Figure 1. Clock wires, drivers and flops.
(6 px per um)
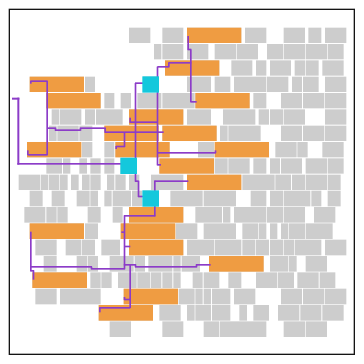
Figure 2. M3 wires.
(4 px per um) Cells faint in the background.
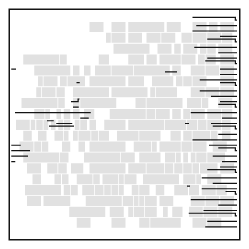
Figure 3. Metal layers overlaid.
(4 px per um)
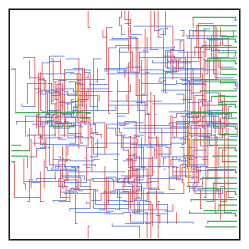
Figure 4. Routing congestion.
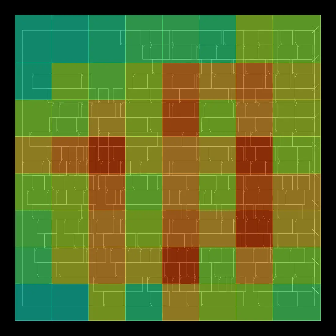
### config.mk
export PLATFORM = sky130hd
export DESIGN_NAME = uart_tx_scheduler
export DESIGN_NICKNAME = d
export VERILOG_FILES = /design/src/rtl/uart_sched_pkg.sv /design/src/rtl/uart_tx_scheduler_rr_arbiter.sv /design/src/rtl/uart_tx_scheduler.sv
export SDC_FILE = /design/constraint.sdc
export NUM_CORES = 1
export LEC_CHECK = 0
export CORE_UTILIZATION = 46
export DETAILED_ROUTE_END_ITERATION = 7
export PLACE_DENSITY = 0.91
export SLEW_MARGIN = 10
export SYNTH_ARGS = -nofsm -noshare
export SYNTH_HDL_FRONTEND = slang
export SYNTH_SLANG_ARGS = --single-unit
### constraint.sdc
create_clock -name clk -period 3.64 [get_ports clk]
set_clock_uncertainty 0.2 [all_clocks]
set_input_delay 0.728 -clock clk [delete_from_list [all_inputs] [get_ports clk]]
set_output_delay 0.728 -clock clk [all_outputs]
set_load 0.01 [all_outputs]
### src/rtl/uart_sched_pkg.sv
// Shared types and helpers for the UART transmit scheduler.
package uart_sched_pkg;

    localparam int DATA_W = 8;

    typedef enum logic [2:0] {
        DISABLED,
        WARMUP,
        IDLE,
        ISSUE,
        WAIT_BUSY,
        SENDING
    } sched_state_t;

    // Index width for n requesters, never narrower than one bit.
    function automatic int grant_w(input int n);
        return (n > 1) ? $clog2(n) : 1;
    endfunction

endpackage

### src/rtl/uart_tx_scheduler_rr_arbiter.sv
// Round-robin winner select with registered pointer.
// UART_TX_SCHED_PRIO_EN gives requester 0 strict priority over the rotation.
module rr_arbiter
    import uart_sched_pkg::*;
#(
    parameter int NUM_REQ = 4,
    localparam int GW = grant_w(NUM_REQ)
) (
    input  logic               clk,
    input  logic               reset,
    input  logic [NUM_REQ-1:0] valid,
    input  logic               grant,
    output logic               any_valid,
    output logic [GW-1:0]      winner
);

    logic [GW-1:0]      ptr;
    logic [NUM_REQ-1:0] cand;
    logic               found;
    logic [GW:0]        idx;
    logic               advance;

    always_comb begin
        cand  = valid;
        found = 1'b0;
        idx   = '0;
        winner = '0;
`ifdef UART_TX_SCHED_PRIO_EN
        cand[0] = 1'b0;
`endif
        for (int unsigned k = 0; k < NUM_REQ; k++) begin
            idx = {1'b0, ptr} + (GW+1)'(k);
            if (idx >= (GW+1)'(NUM_REQ))
                idx = idx - (GW+1)'(NUM_REQ);
            if (!found && cand[idx[GW-1:0]]) begin
                found  = 1'b1;
                winner = idx[GW-1:0];
            end
        end
`ifdef UART_TX_SCHED_PRIO_EN
        if (valid[0])
            winner = '0;
        any_valid = valid[0] | found;
        advance   = grant & ~valid[0] & found;
`else
        any_valid = found;
        advance   = grant & found;
`endif
    end

    always_ff @(posedge clk or posedge reset) begin
        if (reset)
            ptr <= '0;
        else if (advance)
            ptr <= (winner == GW'(NUM_REQ-1)) ? '0 : winner + GW'(1);
    end

endmodule

### src/rtl/uart_tx_scheduler.sv
// Shares one UART transmitter among NUM_REQ byte sources (round-robin).
// Optional macro UART_TX_SCHED_PRIO_EN: requester 0 gets strict priority.
module uart_tx_scheduler
    import uart_sched_pkg::*;
#(
    parameter int NUM_REQ = 4,
    parameter int TO_W    = 6
) (
    input  logic                        clk,
    input  logic                        reset,
    input  logic                        sched_en,
    input  logic [NUM_REQ-1:0]          req_valid,
    input  logic [DATA_W*NUM_REQ-1:0]   req_data,
    output logic [NUM_REQ-1:0]          req_ready,
    output logic [DATA_W-1:0]           tx_data,
    output logic                        tx_wr,
    output logic                        tx_en,
    input  logic                        tx_busy,
    output logic [grant_w(NUM_REQ)-1:0] grant_id,
    output logic                        err_timeout
);

    localparam int GW = grant_w(NUM_REQ);

    sched_state_t      state, state_nxt;
    logic [TO_W-1:0]   to_cnt;
    logic              any_valid;
    logic [GW-1:0]     winner;
    logic              grant;
    logic [DATA_W-1:0] sel_data;

    rr_arbiter #(
        .NUM_REQ(NUM_REQ)
    ) u_arb (
        .clk      (clk),
        .reset    (reset),
        .valid    (req_valid),
        .grant    (grant),
        .any_valid(any_valid),
        .winner   (winner)
    );

    always_comb begin
        sel_data = '0;
        for (int unsigned i = 0; i < NUM_REQ; i++)
            if (winner == GW'(i))
                sel_data = req_data[DATA_W*i +: DATA_W];
    end

    always_comb begin
        state_nxt   = state;
        tx_en       = 1'b0;
        tx_wr       = 1'b0;
        req_ready   = '0;
        err_timeout = 1'b0;
        grant       = 1'b0;
        case (state)
            DISABLED: if (sched_en) state_nxt = WARMUP;
            WARMUP: begin
                tx_en     = 1'b1;
                state_nxt = IDLE;
            end
            IDLE: begin
                tx_en = 1'b1;
                if (!sched_en)
                    state_nxt = DISABLED;
                // A still-busy transmitter defers arbitration so ISSUE never writes into a live frame.
                else if (any_valid && !tx_busy) begin
                    grant             = 1'b1;
                    req_ready[winner] = 1'b1;
                    state_nxt         = ISSUE;
                end
            end
            ISSUE: begin
                tx_en     = 1'b1;
                tx_wr     = 1'b1;
                state_nxt = WAIT_BUSY;
            end
            WAIT_BUSY: begin
                tx_en = 1'b1;
                if (tx_busy)
                    state_nxt = SENDING;
                else if (to_cnt == '1) begin
                    err_timeout = 1'b1;
                    state_nxt   = IDLE;
                end
            end
            SENDING: begin
                tx_en = 1'b1;
                if (!tx_busy) state_nxt = IDLE;
            end
            default: state_nxt = DISABLED;
        endcase
    end

    always_ff @(posedge clk or posedge reset) begin
        if (reset) begin
            state    <= DISABLED;
            tx_data  <= '0;
            grant_id <= '0;
            to_cnt   <= '0;
        end else begin
            state <= state_nxt;
            if (grant) begin
                tx_data  <= sel_data;
                grant_id <= winner;
            end
            if (state == ISSUE)
                to_cnt <= '0;
            else if (state == WAIT_BUSY)
                to_cnt <= to_cnt + TO_W'(1);
        end
    end

endmodule

==> results.toml <==
# implementation run metrics
[finish]
seq-cell-share = 0.253
final_area_um2 = 2080
buffers = 65
buf_share = 0.305
drive_above_1_share = 0.167
nClkBuffers = 3
nNetsFinal = 255
fillers = 203

[logic_synthesis]
async_reset_ff_frac = 1.00
ys_area_um2 = 1410
edf_count = 0
yosys.area_share.simple = 0.206
yosysWarnings = 0

[power_and_ir_drop]
seq_power_share = 0.328

[floorplanning]
die.size.y_um = 57.3
rows = 19
fp_util = 0.497

[detailed_routing]
drc_errors = 10
top_layer = "met4"

[global_routing]
antenna_found_initial = 0
first_global_vias = 1318
grt_pass1_wl_mm = 6.00

[final_timing]
worst_slew_pin_slew_ps = 795

[clock_tree]
cts_max_level = 1

[setup_path]
cp_slowest_cell = "clkdlybuf4s50_1"
cp_num_buf_inv = 3
arrival_ps = 2640
max_stage_delay_ps = 490
cpLargestDelayFamily = "buffers and inverters"

[placement]
placed_area_um2 = 2020

[flow_run]
warning_count = 29

[outcome]
outcome = "complete, but fails checks"
failed_checks = "DRC"
-- Figure 1 (at the start) --
Key: clock wires = purple [length 230 um]; cells driving clock nets = cyan [count 3]; flip-flops = orange [count 21]
There are 4 routed clock nets.
clk_lat worst skew: 300 ps
Clock power frac: 0.088
clk pwr: 0.000110 W

-- Figure 2 (at the start) --
The layer carries 323 um of wire. The longest straight run is 18.6 um. 52 nets have wire on it. The wires run mostly horizontal.
DRT Wirelength: 3.79 mm
grt met3 use: 0.0454
routed vias: 1366

-- Figure 3 (at the start) --
Key: met1 = blue [wire length 1580 um]; met2 = red [wire length 1850 um]; met4 = orange [wire length 32.6 um]; met3 = green [wire length 323 um]

-- Figure 4 (at the start) --
met2 usage: 0.403
total track usage: 0.231

[flip-flops by register name, indices dropped and copies added (netlist names)]
name       flops
grant_id       2
to_cnt         6
state          3
u_arb.ptr      2
tx_data        8
[worst paths after layout]
check | startpoint | to | slack (ps) | depth (start not counted)
setup / recovery | req_valid[1] | req_ready[1] | 70 | 8
hold / removal | to_cnt[3] | to_cnt[3] | 330 | 1
setup reg to reg | u_arb.ptr[0] | tx_data[0] | 1060 | 11
hold reg to reg | to_cnt[3] | to_cnt[3] | 330 | 1
max in group asynchronous | reset | tx_data[5] | 2080 | 2
min in group asynchronous | reset | tx_data[3] | 670 | 2
[power by group through the flow]
stage | clock (W) | sequential, W | combinational, W
global route | 0.000124 | 0.000426 | 0.000794
CTS | 0.000114 | 0.000406 | 0.000715
floorplan | 0 | 0.000400 | 0.000422
finish | 0.000110 | 0.000411 | 0.000730
global placement | 0 | 0.000405 | 0.000681
detailed placement | 0 | 0.000410 | 0.000711
[cell usage after synthesis (3+ instances only)]
master / instances / share of area
nor3_1: 7 / 0.025
nand2_1: 6 / 0.016
ha_1: 5 / 0.045
a21oi_1: 15 / 0.053
and2_1: 5 / 0.022
o21ai_0: 7 / 0.025
o22ai_1: 7 / 0.031
mux2_4: 7 / 0.075
mux2_2: 3 / 0.024
a22oi_1: 7 / 0.037
clkbuf_1: 3 / 0.0080
nand2b_1: 5 / 0.022
dfrtp_1: 21 / 0.37
nor2_1: 9 / 0.024
inv_1: 8 / 0.021
nor2b_1: 3 / 0.013
[what timing repair did]
item,4_1_cts,5_1_grt
endpoints found under the setup margin,4,4
resized,3,8
pin swaps,1,0
[stage by stage]
step	hold slack, ps	std cells
CTS	330	240
floorplan	271	146
global placement	294	236
finish	328	240
global route	349	240
detailed placement	301	236
Power is estimated from default activity; no workload was simulated.
